### src/rtl/time_keeper_12h_pkg.sv
// clock_pkg: shared constants and types for the 12-hour time keeper.
// Also adopted by the alarm block so field codes and widths stay in step.
//   TIME_W              width of hour/minute/second fields
//   HOUR_MAX/MIN_MAX/SEC_MAX  last legal value of each field
//   sel_field_e         set-mode field select (hour, minute, AM/PM)
//   next_field()        set-mode field rotation 0->1->2->0
//   wrap_inc()          +1 with wrap to 0 after a given maximum
package clock_pkg;

  localparam int TIME_W = 6;

  localparam logic [TIME_W-1:0] HOUR_MAX = 6'd11;
  localparam logic [TIME_W-1:0] MIN_MAX  = 6'd59;
  localparam logic [TIME_W-1:0] SEC_MAX  = 6'd59;

  typedef enum logic [1:0] {
    SEL_HOUR = 2'd0,
    SEL_MIN  = 2'd1,
    SEL_AMPM = 2'd2
  } sel_field_e;

  // Code 3 is unreachable; it falls back to SEL_HOUR.
  function automatic sel_field_e next_field(input sel_field_e f);
    case (f)
      SEL_HOUR: next_field = SEL_MIN;
      SEL_MIN:  next_field = SEL_AMPM;
      default:  next_field = SEL_HOUR;
    endcase
  endfunction

  function automatic logic [TIME_W-1:0] wrap_inc(input logic [TIME_W-1:0] v,
                                                 input logic [TIME_W-1:0] max_v);
    wrap_inc = (v == max_v) ? '0 : v + TIME_W'(1);
  endfunction

endpackage

### src/rtl/time_keeper_12h_if.sv
// time_keeper_12h_if: user controls and time outputs of the time keeper.
// Handshake: there is no valid/ready pair. set_mode is a level; sel and inc
// are sampled every clock and each high cycle is one step. All outputs are
// registered and valid every cycle.
//   set_mode, sel, inc   controls (driven by master)
//   hour, min, sec       current time fields
//   am_pm                0 = AM, 1 = PM
//   set_field            field selected in set mode (also the set-mode state)
//   sec_tick             one-cycle pulse per counted second
//   chime                hourly pulse (zero unless TIME_KEEPER_CHIME_EN)
// Modports: master = controller/testbench, slave = time keeper.
interface time_keeper_12h_if;
  import clock_pkg::*;

  logic              set_mode;
  logic              sel;
  logic              inc;
  logic [TIME_W-1:0] hour;
  logic [TIME_W-1:0] min;
  logic [TIME_W-1:0] sec;
  logic              am_pm;
  logic [1:0]        set_field;
  logic              sec_tick;
  logic              chime;

  modport master (
    output set_mode, sel, inc,
    input  hour, min, sec, am_pm, set_field, sec_tick, chime
  );

  modport slave (
    input  set_mode, sel, inc,
    output hour, min, sec, am_pm, set_field, sec_tick, chime
  );

endinterface

### src/rtl/time_keeper_12h_sec_prescaler.sv
// sec_prescaler: divides clk down to a one-second tick.
//   clk   system clock
//   rst   synchronous active-high reset, count -> 0
//   clr   holds the count at 0 (set mode)
//   tick  combinational, high while count == TICK_DIV-1 and clr is low;
//         the count wraps to 0 on the same edge
module sec_prescaler #(
  parameter int TICK_DIV = 50_000_000
) (
  input  logic clk,
  input  logic rst,
  input  logic clr,
  output logic tick
);

  localparam int                CNT_W = (TICK_DIV > 2) ? $clog2(TICK_DIV) : 1;
  localparam logic [CNT_W-1:0]  LAST  = CNT_W'(TICK_DIV - 1);

  logic [CNT_W-1:0] r_count;

  always_ff @(posedge clk) begin
    if (rst || clr) begin
      r_count <= '0;
    end else if (r_count == LAST) begin
      r_count <= '0;
    end else begin
      r_count <= r_count + CNT_W'(1);
    end
  end

  assign tick = (r_count == LAST) && !clr;

endmodule

### src/rtl/time_keeper_12h.sv
// time_keeper_12h: free-running 12-hour wall clock (hour 0-11 + AM/PM,
// minute, second) with a set mode for hour, minute and AM/PM.
//   clk        system clock
//   rst        synchronous reset, active-high, priority over everything
//   tk         time_keeper_12h_if.slave (controls in, time/status out)
// Parameter TICK_DIV: clk cycles per second (>= 2).
// Optional macro TIME_KEEPER_CHIME_EN: when defined, chime pulses with the
// sec_tick of every counted step that lands on mm:ss = 00:00. When undefined
// chime is tied low.
module time_keeper_12h
  import clock_pkg::*;
#(
  parameter int TICK_DIV = 50_000_000
) (
  input  logic              clk,
  input  logic              rst,
  time_keeper_12h_if.slave  tk
);

  logic              w_tick;

  logic [TIME_W-1:0] r_hour;
  logic [TIME_W-1:0] r_min;
  logic [TIME_W-1:0] r_sec;
  logic              r_am_pm;
  sel_field_e        r_set_field;
  logic              r_sec_tick;

  // Counted-step successor of the current time (full carry chain).
  logic [TIME_W-1:0] w_sec_nxt;
  logic [TIME_W-1:0] w_min_nxt;
  logic [TIME_W-1:0] w_hour_nxt;
  logic              w_am_pm_nxt;

  // The prescaler is held at 0 throughout set mode, so counting restarts a
  // full second after set_mode falls.
  sec_prescaler #(
    .TICK_DIV (TICK_DIV)
  ) u_prescaler (
    .clk  (clk),
    .rst  (rst),
    .clr  (tk.set_mode),
    .tick (w_tick)
  );

  always_comb begin
    w_sec_nxt   = r_sec + TIME_W'(1);
    w_min_nxt   = r_min;
    w_hour_nxt  = r_hour;
    w_am_pm_nxt = r_am_pm;
    if (r_sec == SEC_MAX) begin
      w_sec_nxt = '0;
      w_min_nxt = r_min + TIME_W'(1);
      if (r_min == MIN_MAX) begin
        w_min_nxt  = '0;
        w_hour_nxt = r_hour + TIME_W'(1);
        if (r_hour == HOUR_MAX) begin
          w_hour_nxt  = '0;
          w_am_pm_nxt = ~r_am_pm;
        end
      end
    end
  end

  always_ff @(posedge clk) begin
    if (rst) begin
      r_hour      <= '0;
      r_min       <= '0;
      r_sec       <= '0;
      r_am_pm     <= 1'b0;
      r_set_field <= SEL_HOUR;
      r_sec_tick  <= 1'b0;
    end else if (tk.set_mode) begin
      r_sec      <= '0;
      r_sec_tick <= 1'b0;
      // inc edits the field selected before this edge; edits never carry.
      if (tk.inc) begin
        case (r_set_field)
          SEL_HOUR: r_hour  <= wrap_inc(r_hour, HOUR_MAX);
          SEL_MIN:  r_min   <= wrap_inc(r_min, MIN_MAX);
          SEL_AMPM: r_am_pm <= ~r_am_pm;
          default:  ;
        endcase
      end
      if (tk.sel) begin
        r_set_field <= next_field(r_set_field);
      end
    end else begin
      r_set_field <= SEL_HOUR;
      r_sec_tick  <= w_tick;
      if (w_tick) begin
        r_sec   <= w_sec_nxt;
        r_min   <= w_min_nxt;
        r_hour  <= w_hour_nxt;
        r_am_pm <= w_am_pm_nxt;
      end
    end
  end

`ifdef TIME_KEEPER_CHIME_EN
  logic r_chime;

  always_ff @(posedge clk) begin
    if (rst || tk.set_mode) begin
      r_chime <= 1'b0;
    end else begin
      r_chime <= w_tick && (w_sec_nxt == '0) && (w_min_nxt == '0);
    end
  end

  assign tk.chime = r_chime;
`else
  assign tk.chime = 1'b0;
`endif

  assign tk.hour      = r_hour;
  assign tk.min       = r_min;
  assign tk.sec       = r_sec;
  assign tk.am_pm     = r_am_pm;
  assign tk.set_field = r_set_field;
  assign tk.sec_tick  = r_sec_tick;

endmodule

### src/flat_wrapper.sv
// flat-port wrapper written by rule: the top's interface ports become plain ports
module time_keeper_12h_flat import clock_pkg::*;
#(
  parameter int TICK_DIV = 50_000_000
)
  (clk, rst, tk_set_mode, tk_sel, tk_inc, tk_hour, tk_min, tk_sec, tk_am_pm, tk_set_field, tk_sec_tick, tk_chime);
  time_keeper_12h_if tk_i ();
  input  logic clk;
  input  logic rst;
  input wire logic [$bits(tk_i.set_mode)-1:0] tk_set_mode;
  input wire logic [$bits(tk_i.sel)-1:0] tk_sel;
  input wire logic [$bits(tk_i.inc)-1:0] tk_inc;
  output wire logic [$bits(tk_i.hour)-1:0] tk_hour;
  output wire logic [$bits(tk_i.min)-1:0] tk_min;
  output wire logic [$bits(tk_i.sec)-1:0] tk_sec;
  output wire logic [$bits(tk_i.am_pm)-1:0] tk_am_pm;
  output wire logic [$bits(tk_i.set_field)-1:0] tk_set_field;
  output wire logic [$bits(tk_i.sec_tick)-1:0] tk_sec_tick;
  output wire logic [$bits(tk_i.chime)-1:0] tk_chime;
  assign tk_i.set_mode = tk_set_mode;
  assign tk_i.sel = tk_sel;
  assign tk_i.inc = tk_inc;
  assign tk_hour = tk_i.hour;
  assign tk_min = tk_i.min;
  assign tk_sec = tk_i.sec;
  assign tk_am_pm = tk_i.am_pm;
  assign tk_set_field = tk_i.set_field;
  assign tk_sec_tick = tk_i.sec_tick;
  assign tk_chime = tk_i.chime;
  time_keeper_12h #(.TICK_DIV(TICK_DIV)) u_core (.clk(clk), .rst(rst), .tk(tk_i));
endmodule
### config.mk
export PLATFORM = sky130hd
export DESIGN_NAME = time_keeper_12h_flat
export DESIGN_NICKNAME = d
export VERILOG_FILES = /design/src/rtl/time_keeper_12h_pkg.sv /design/src/rtl/time_keeper_12h_if.sv /design/src/rtl/time_keeper_12h_sec_prescaler.sv /design/src/rtl/time_keeper_12h.sv /design/src/flat_wrapper.sv
export SDC_FILE = /design/constraint.sdc
export NUM_CORES = 1
export LEC_CHECK = 0
export CAP_MARGIN = 20
export CELL_PAD_IN_SITES_DETAIL_PLACEMENT = 1
export CELL_PAD_IN_SITES_GLOBAL_PLACEMENT = 2
export CORE_ASPECT_RATIO = 1.1
export CORE_MARGIN = 3
export CORE_UTILIZATION = 30
export CTS_CLUSTER_SIZE = 25
export DETAILED_ROUTE_END_ITERATION = 8
export PLACE_DENSITY = 0.85
export SETUP_SLACK_MARGIN = 0.05
export SLEW_MARGIN = 30
export SYNTH_ARGS = -nofsm -noshare
export SYNTH_HDL_FRONTEND = slang
export SYNTH_SLANG_ARGS = --single-unit
### constraint.sdc
create_clock -name clk -period 1.95 [get_ports clk]
set_clock_uncertainty 0.2 [all_clocks]
set_input_delay 0.39 -clock clk [delete_from_list [all_inputs] [get_ports clk]]
set_output_delay 0.39 -clock clk [all_outputs]
set_load 0.05 [all_outputs]
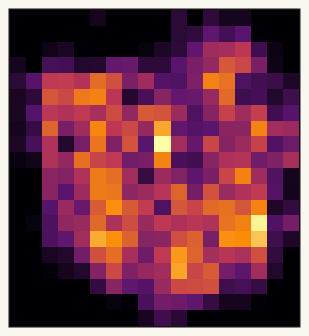
**Above:** run 1 (wiring heat map).
18 x 20 tiles, from black (low) to pale yellow (high), scaled to the fullest tile. Values are wire area over tile area, all layers added.
densest ninth of the die: middle
nearly empty tiles: 23%
fullest tile: 0.44
emptiest ninth of the die: bottom left
mean over tiles: 0.13
tiles over half the peak: 22%

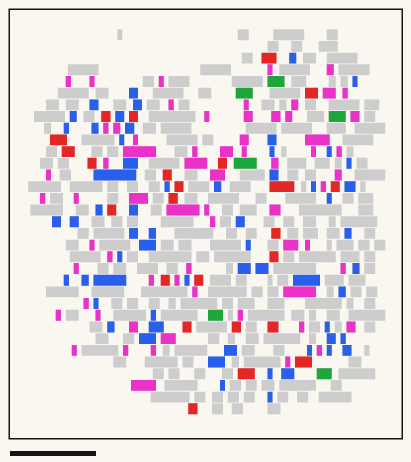
**Above:** run 1 (selected gate families).
The bar under the picture is 20 um long.
| color | family | cells |
|---|---|---|
| magenta | nor cells | 65 |
| green | mux cells | 6 |
| blue | nand cells | 60 |
| red | and/or cells | 24 |

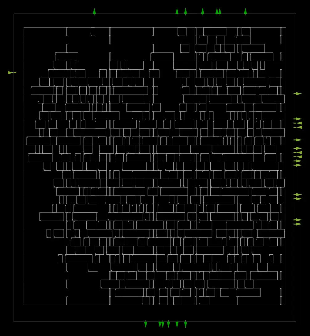
**Above:** run 1 (cell outlines without signal wires).
final core utilization: 49.9%
Final Instance Count excl. Fillers: 483
fraction of area in registers: 27.0%
number of placement rows: 33

==> results.txt, run 1 <==
Implementation results.

The die outline area is 9070 um^2. Endpoints with negative setup slack in the final report add up to 5. The start point of the worst min-delay path is u_core.tk.min[5]. The post-cts resize count is 25. Post-synthesis, Yosys gives the total cell area as 2390 um^2. The clock tree buffer depth is 2. Setup repair after global routing could not meet its margin everywhere.

The fraction of registers with async set/reset is 0%. The number of antenna diodes in the final layout is 0. The biggest area contributor in the post-synthesis netlist is sky130_fd_sc_hd__dfxtp_1. Final hold analysis gives a worst-case slack of 0.316 ns. For this design, the sink count on the clock tree is 48. The internal power of the cells totals 1540 uW. The synthesis-stage register bit count is 48. The count of instantiated cells in the yosys netlist is 283. In the power breakdown, the biggest contributor is sequential cells. The maximum vdd drop is 0.288 mV. The maximum frequency from static timing analysis is 0.500 GHz. The residual overflow from global routing is 0. The first global-routing pass estimated 12300 um of wire. The number of hold violations in the final report is 0. The main flop type is sky130_fd_sc_hd__dfxtp_1. The OpenROAD report gives the critical path a required time of 1.96 ns. The total routing resource utilization after global routing is 16.4%. The power consumed by combinational cells is 135 uW. The overall power consumption is 1980 uW.

The clock reaches the later pin of the worst-skew pair after 0.31 ns. The sum of negative setup slack is -0.106 ns. Summed over all nets, wire length on met2 after detailed routing comes to 4090 um. Compared with the post-synthesis result, the final layout area differs by 58.6%. Per the breakdown, switching nets consume 22.1% of all power. The final reports fail on negative setup slack. For reference, the clock transition at the flip-flops on the worst setup and hold paths is 0.10 ns. With fillers left out, the area of the finished cells amounts to 3790 um^2. After floorplanning, the core was sized to cover 7600 um^2. Per the detail_route report, the via count comes to 2458. The slack of the critical path is -0.0512 ns.

STA puts the critical path data arrival time at 2.01 ns. During I/O placement, the number of pins put on the boundary was 28. The TritonCTS clock tree is built. The initial antenna violation count came to 0.

The power attributed to sequential cells is 975 uW. STA classifies the critical path startpoint as a flop. The end of the worst register-to-register path is u_core.tk.hour[4].

The post-synthesis adder-cell area fraction is 2.10%. The detailed router used layers up to and including met4. The run finished, with violations left. The total clock network power is 868 uW. The tool flagged a number of max-cap violations equal to 0. Looking at the reg2reg group, the worst path starts from u_core.tk.sec[2]. In this run the worst setup path terminates at u_core.tk.hour[4]. The combinational group share of total power is 6.8%. The class of the most critical hold timing path is flop to flop. The power share of the clock group is 43.9%. In this run the critical path is formed by nand4b_1, nor4_4, and4bb_4, o2111ai_1, mux2_2. By startpoint and endpoint, the worst setup path is classified as flop to flop. For this sky-water flow run, the detailed-routed wirelength per cell is reported as 15.6 um. The fraction of synthesized cell area in xor and xnor cells is 8.43%. The via-per-instance ratio is 5.09. The endpoint of the worst hold path is reported as u_core.tk.min[5].

The maximum level of the CTS H-tree is 2. The post-route report lists met1 wire length as 3150 um. The detailed router's first-iteration violation count is 35. Before any placement, the netlist area is recorded as 2390 um^2. The register with the most flip-flops in the layout has 26 of them. The standby leakage power is 0.00152 uW.

Routability-driven placement finished with a final weighted congestion of 0.877. At the end of the flow, the number of nets in the layout was 386. The number of buffers created by CTS is 5. The sequential group share of total power is 49.3%.
run 1: area by class of cell:
type | instances | area [um^2]
Fill cell | 893 | 3810
Multi-Input combinational cell | 220 | 1640
Sequential cell | 48 | 1020
Timing Repair Buffer | 96 | 841
Tap cell | 105 | 131
Clock buffer | 6 | 72.6
Clock inverter | 2 | 60.1
Inverter | 6 | 22.5
run 1: Yosys cell counts, types with 3 or more instances:
library cell / instances
sky130_fd_sc_hd__nor4_1: 4
sky130_fd_sc_hd__nor4b_1: 3
sky130_fd_sc_hd__nor2_1: 41
sky130_fd_sc_hd__o21ai_0: 15
sky130_fd_sc_hd__ha_1: 4
sky130_fd_sc_hd__nor3_1: 10
sky130_fd_sc_hd__nand4b_1: 4
sky130_fd_sc_hd__xor2_1: 18
sky130_fd_sc_hd__a21oi_1: 9
sky130_fd_sc_hd__xnor2_1: 5
sky130_fd_sc_hd__dfxtp_1: 48
sky130_fd_sc_hd__nand2_1: 26
sky130_fd_sc_hd__nand4_1: 11
sky130_fd_sc_hd__inv_1: 5
sky130_fd_sc_hd__or3_1: 3
sky130_fd_sc_hd__and2_1: 4
sky130_fd_sc_hd__buf_2: 3
sky130_fd_sc_hd__and3_1: 9
sky130_fd_sc_hd__clkbuf_1: 5
sky130_fd_sc_hd__nand3_1: 14
sky130_fd_sc_hd__mux2_2: 4
sky130_fd_sc_hd__nor2b_1: 4
sky130_fd_sc_hd__or2_2: 3
run 1: critical path, delay by kind of cell (launching register included):
| family | cells | cell delay, ns |
|---|---|---|
| multiplexers | 1 | 0.29 |
| AND/OR/NAND/NOR | 3 | 0.94 |
| AND-OR/OR-AND | 1 | 0.12 |
| flip-flops | 1 | 0.35 |
==> run 1 -> run 2 <==
CAP_MARGIN = unset   (was 20)
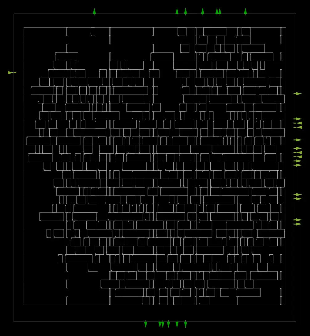
**Above:** run 2 (cell outlines without signal wires).
Seq cells: 48
core box area: 7600 um^2
number of fill cells in the layout: 893
number of well taps: 105

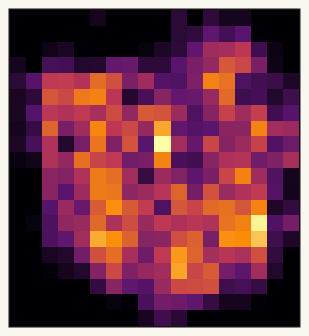
**Above:** run 2 (wiring heat map).
18 x 20 tiles, from black (low) to pale yellow (high), scaled to the fullest tile. Values are wire area over tile area, all layers added.
number of vias after detailed routing: 2458
final wirelength: 7550 um
average wire per standard cell: 15.6 um
all-layer global routing usage: 16.4%

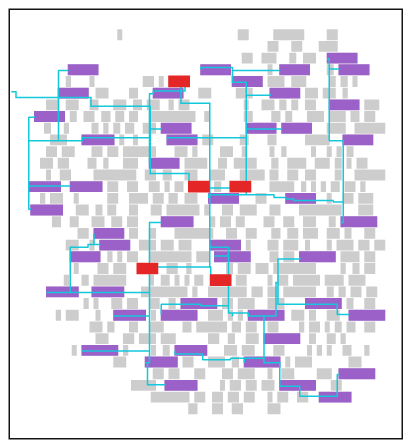
**Above:** run 2 (clock wires, drivers and flops).
[cyan] clock wires | length: 692 um
[red] clock drivers | count: 5
[purple] flip-flops | count: 48
flops lie: spread over the die

==> run 2 against run 1 <==
Effect of this change:
- the flow still finishes with violations (negative setup slack)
- clock power is essentially flat
- first-iteration DRC count is the same
- sequential cell count is the same
- sequential power is essentially flat
- critical path type unchanged
- critical endpoint unchanged
- largest power group unchanged
==> results.txt, run 2 <==
Implementation results.

The footprint of the multi-input gates is 1640 um^2 (unchanged). Note that the worst hold path type here is flop to flop. The cell-internal power is 1540 uW (unchanged). The power share of the clock group came to 43.9% (about the same). The initial antenna violation count is 0 (unchanged). The area overhead of the layout relative to synthesis is 58.6% (unchanged). The fraction of synthesized area in multiplexers is 2.72%.

The via-per-instance ratio is 5.09 (unchanged). The register area is 1020 um^2 (unchanged). Yosys reports that the most numerous cell types are sky130_fd_sc_hd__dfxtp_1 (48), sky130_fd_sc_hd__nor2_1 (41), sky130_fd_sc_hd__nand2_1 (26). The first-pass GRT wire length is 12300 um (unchanged). The main flop type is sky130_fd_sc_hd__dfxtp_1.

The post-synthesis adder-cell area fraction is 2.10% (unchanged). The fraction of synthesized cell area in xor and xnor cells is 8.43% (unchanged). The chip area estimate from yosys synthesis is 2390 um^2 (unchanged). The number of buffers created by CTS is 5 (unchanged). The count of instantiated cells in the yosys netlist was 283 (unchanged).

Entering global routing, the biggest net connects 20 pins. Of all cell types, the one taking the most synthesized area is sky130_fd_sc_hd__dfxtp_1. The count of buffer and inverter cells on the critical path was 0 (unchanged). The max-capacitance violation count is 0 (unchanged). The slack of the critical path came to -0.0512 ns (unchanged). The number of hold violations in the final report is 0 (unchanged). The maximum vdd drop is 0.288 mV (unchanged). The total clock network power is 868 uW (about the same). The standby leakage power is 0.00152 uW (unchanged). The final instance area was 3790 um^2 (unchanged). The TritonCTS sink count was 48 (unchanged). The startpoint class of the critical path is a flop. The dominant delay contributor by cell family on the critical path is simple AND/OR/NAND/NOR gates. The maximum frequency from static timing analysis was 0.500 GHz (unchanged). The final-stage net count came to 386 (unchanged). The residual overflow from global routing is 0 (unchanged). The post-synthesis area per instance is 8.44 um^2.

The clock tree buffer depth is 2 (unchanged). The clock edge transition at the registers on the reported setup and hold paths came to 0.10 ns (about the same). The die outline area is 9070 um^2 (unchanged). The synthesis-stage register bit count is 48 (unchanged).

The fraction of registers with async set/reset is 0% (unchanged). The final-report setup violation count is 5 (unchanged). The overall power consumption is 1980 uW (unchanged). The routability congestion estimate from global placement was 0.877 (unchanged). The critical path start-end classification is flop to flop. The sequential group share of total power is 49.3% (about the same). The number of placement rows was 33 (unchanged). The fraction of power spent switching nets came to 22.1% (unchanged). The run finished, with violations left. The maximum level of the CTS H-tree is 2 (unchanged).

Setup repair after global routing could not meet its margin everywhere. The cell area after synthesis is 2390 um^2 (unchanged). The checks that failed: negative setup slack. The share of layout cells above drive strength 1 is 45.2%. The power consumed by combinational cells came to 135 uW (about the same). The number of diodes is 0 (unchanged).

TritonCTS built the clock tree. The data required time of the worst path is 1.96 ns (about the same). The power attributed to sequential cells is 975 uW (about the same). The source-to-sink clock delay at the later pin of the worst-skew pair is 0.31 ns (about the same).

The signal on the critical path passes through nand4b_1, nor4_4, and4bb_4, o2111ai_1, mux2_2. The biggest slice of the total power is consumed by sequential cells. Sorting the synthesis cell report by count puts at the top sky130_fd_sc_hd__dfxtp_1.

The sum of negative setup slack is -0.106 ns (unchanged). The combinational group share of total power is 6.8% (about the same).
run 2: cell counts after synthesis:
No cell type changed its count.
run 2: area by class of cell:
cell class	count	share of cell area (%)
Tap cell	105	3.47
Clock buffer	6	1.92
Multi-Input combinational cell	220	43.2
Timing Repair Buffer	96	22.2
Clock inverter	2	1.59
Inverter	6	0.594
Sequential cell	48	27.0
run 2: timing repair:
action | 4_1_cts | 5_1_grt
gates resized | 25 | 42
pin swaps | 7 | 15
hold buffers | 0 | 0
setup endpoints to repair | 39 | 41
setup buffers | 2 | 4
cloned | 1 | 1
run 2: per-layer routing:
layer / global-route usage (%) / wire, um / vias to the layer above
li1: - / - / 1201
met1: 19.2 / 3150 / 1212
met2: 30.9 / 4090 / 32
met3: 2.72 / 139 / 13
met4: 4.06 / 161 / 0
met5: 0 / 0 / -
run 2: path summary, 6_finish.rpt:
path,start,endpoint,slack (ns),cells after the start
worst max-delay path,u_core.tk.sec[2],u_core.tk.hour[4],-0.05,5
worst min-delay path,u_core.tk.min[5],u_core.tk.min[5],0.32,2
worst max register to register,u_core.tk.sec[2],u_core.tk.hour[4],-0.05,5
worst min register to register,u_core.tk.min[5],u_core.tk.min[5],0.32,2
run 2: metrics by stage:
stage	hold WS, ns	utilization, %	instances	worst slack, ns
6_report	0.316	49.9	483	-0.0512
5_1_grt	0.359	49.9	483	-0.148
4_1_cts	0.314	47.3	479	-0.0625
3_5_place_dp	0.298	43.6	469	-0.304
3_3_place_gp	0.283	43.6	469	-0.243
2_1_floorplan	0.218	-	283	0.0113
run 2: worst min-delay path: cells and delay by family, from the launching register on:
| kind | cells | cell delay [ns] |
|---|---|---|
| AOI/OAI and AO/OA | 1 | 0.06 |
| DFF | 1 | 0.37 |
| and+or+nand+nor | 1 | 0.05 |
==> run 2 -> run 3 <==
GPL_TIMING_DRIVEN = 0   (was unset)
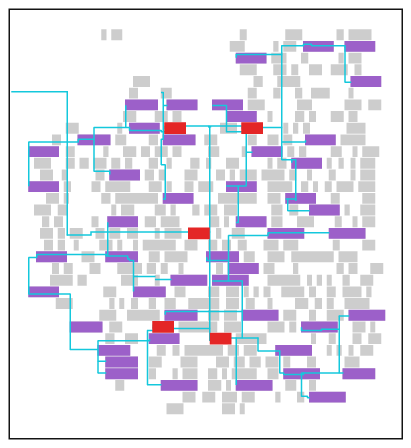
**Above:** run 3 (clock wires, drivers and flops).
Skew-Pair Late Insertion Delay: 0.31 ns
power consumed by the clock network: 605 uW

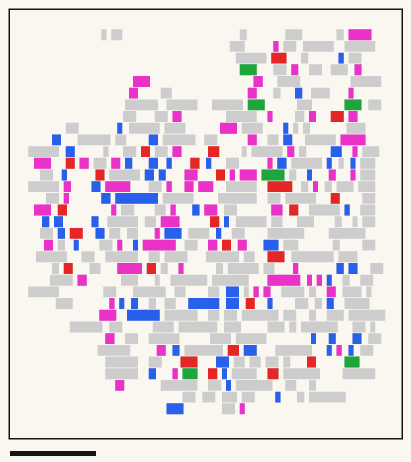
**Above:** run 3 (selected gate families).
The bar under the picture is 20 um long.
| color | family | cells |
|---|---|---|
| magenta | nor cells | 65 |
| green | mux cells | 6 |
| red | and/or cells | 24 |
| blue | nand cells | 60 |

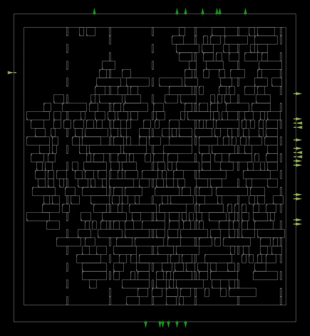
**Above:** run 3 (cell outlines without signal wires).
number of fill cells in the layout: 906
Final Instance Count excl. Fillers: 446
final core utilization: 45.7%
fraction of area in registers: 29.4%

==> run 3 against run 2 <==
Effect of this change:
- the flow still finishes with violations (negative setup slack)
- sequential cell count unchanged
- critical endpoint is now u_core.tk.sec[4]
- cell count decreased by 7.7%
- via count is 5.7% lower
==> results.txt, run 3 <==
Implementation results.

The overall power consumption is 1710 uW (-13%). The die outline area is 9070 um^2 (unchanged). The cell-internal power is 1270 uW (-18%).

The final instance area is 3470 um^2 (-8.4%). The hold buffer count at CTS is 0 (unchanged). The clock tree buffer depth was 2 (unchanged).

The placement-stage worst setup slack is -0.511 ns (-0.206 ns). The standby leakage power is 0.00130 uW (-14%). The area growth from synthesis to layout is 45.4%. The final-report setup violation count is 36 (+31). The total number of vias came to 2317 (-5.7%). The power share of the clock group came to 35.4% (-8.5 points). The tightest min-delay check is of the flop to flop type.

The fraction of synthesized area in multiplexers was 2.72% (unchanged). Looking at area per cell type in the netlist, the leader is sky130_fd_sc_hd__dfxtp_1. The combinational group share of total power came to 7.4% (+0.6 points). The sum of negative setup slack is -2.16 ns (-2.06 ns). The fraction of synthesized cell area in xor and xnor cells is 8.43% (unchanged). The core footprint is 7600 um^2 (unchanged).

The synthesis-stage register bit count was 48 (unchanged). The worst setup path is launched from a flop. The residual overflow from global routing is 0 (unchanged). The slack of the critical path is -0.133 ns (-0.0816 ns). The total routing resource utilization after global routing came to 15.3% (-1.1 points). The final hold slack is 0.309 ns (-0.00772 ns). The number of placement rows came to 33 (unchanged). The checks that failed: negative setup slack. The clock edge transition at the registers on the reported setup and hold paths was 0.10 ns (about the same).

The post-synthesis adder-cell area fraction is 2.10% (unchanged). The mean routed wirelength per cell came to 15.6 um (-0.21%). The maximum frequency from static timing analysis is 0.480 GHz (-3.9%).

The critical path start-end classification is flop to flop. The maximum level of the CTS H-tree is 2 (unchanged). The share of layout cells above drive strength 1 is 37.5% (-7.7 points). The first-pass GRT wire length is 11400 um (-7.2%).

The flow ran to the end, but the final reports show violations. The fraction of power spent switching nets is 25.9% (+3.8 points). The max-capacitance violation count was 0 (unchanged).

The cell area after synthesis is 2390 um^2 (unchanged). In the post-synthesis netlist, the cell with the most instances is sky130_fd_sc_hd__dfxtp_1.
run 3: cell counts after synthesis:
No cell type changed its count.
run 3: area by class of cell:
cell class              instances  area (um^2)
fillers                       906         4130
multi-input cells             220         1670
flip-flops and latches         48         1020
repair buffers                 50          465
well taps                     105          131
plain buffers                   9         73.8
clock buffers                   6         72.6
inverters                       6         23.8
clock inverters                 2         11.3
run 3: metal layers:
layer	global-route usage, %	vias to the layer above	wire, um
met5	0	-	0
met4	4.18	0	82
met3	2.50	6	166
met2	28.4	28	3710
met1	18.1	1156	2990
li1	-	1127	-
run 3: worst paths after layout:
kind | from | slack [ns] | end | cells after the start
setup / recovery | u_core.u_prescaler.r_count[1] | -0.13 | u_core.tk.sec[4] | 7
hold / removal | u_core.tk.min[2] | 0.31 | u_core.tk.min[2] | 2
setup reg to reg | u_core.u_prescaler.r_count[1] | -0.13 | u_core.tk.sec[4] | 7
hold reg to reg | u_core.tk.min[2] | 0.31 | u_core.tk.min[2] | 2
run 3: power by group through the flow:
stage / Combinational (uW) / Sequential (uW) / Clock, uW
after floorplan: 45.4 / 1010 / 0
after global placement: 90.4 / 1000 / 0
after detailed placement: 92.2 / 1000 / 0
after CTS: 106 / 979 / 618
after global routing: 136 / 981 / 676
final: 127 / 979 / 605
run 3: critical path: cells and delay by family (launching register included):
kind / cells / cell delay, ns
adders and majority gates: 1 / 0.16
DFF: 1 / 0.37
buffers and inverters: 1 / 0.19
and+or+nand+nor: 5 / 1.11
run 3: repair_timing:
| action | CTS | global route |
|---|---|---|
| endpoints found under the setup margin | 64 | 49 |
| cloned | 1 | 1 |
| buffers inserted | 18 | 6 |
| pin swaps | 26 | 19 |
| gates resized | 80 | 52 |
No activity file was given, so power comes from the tool's default toggle rates.
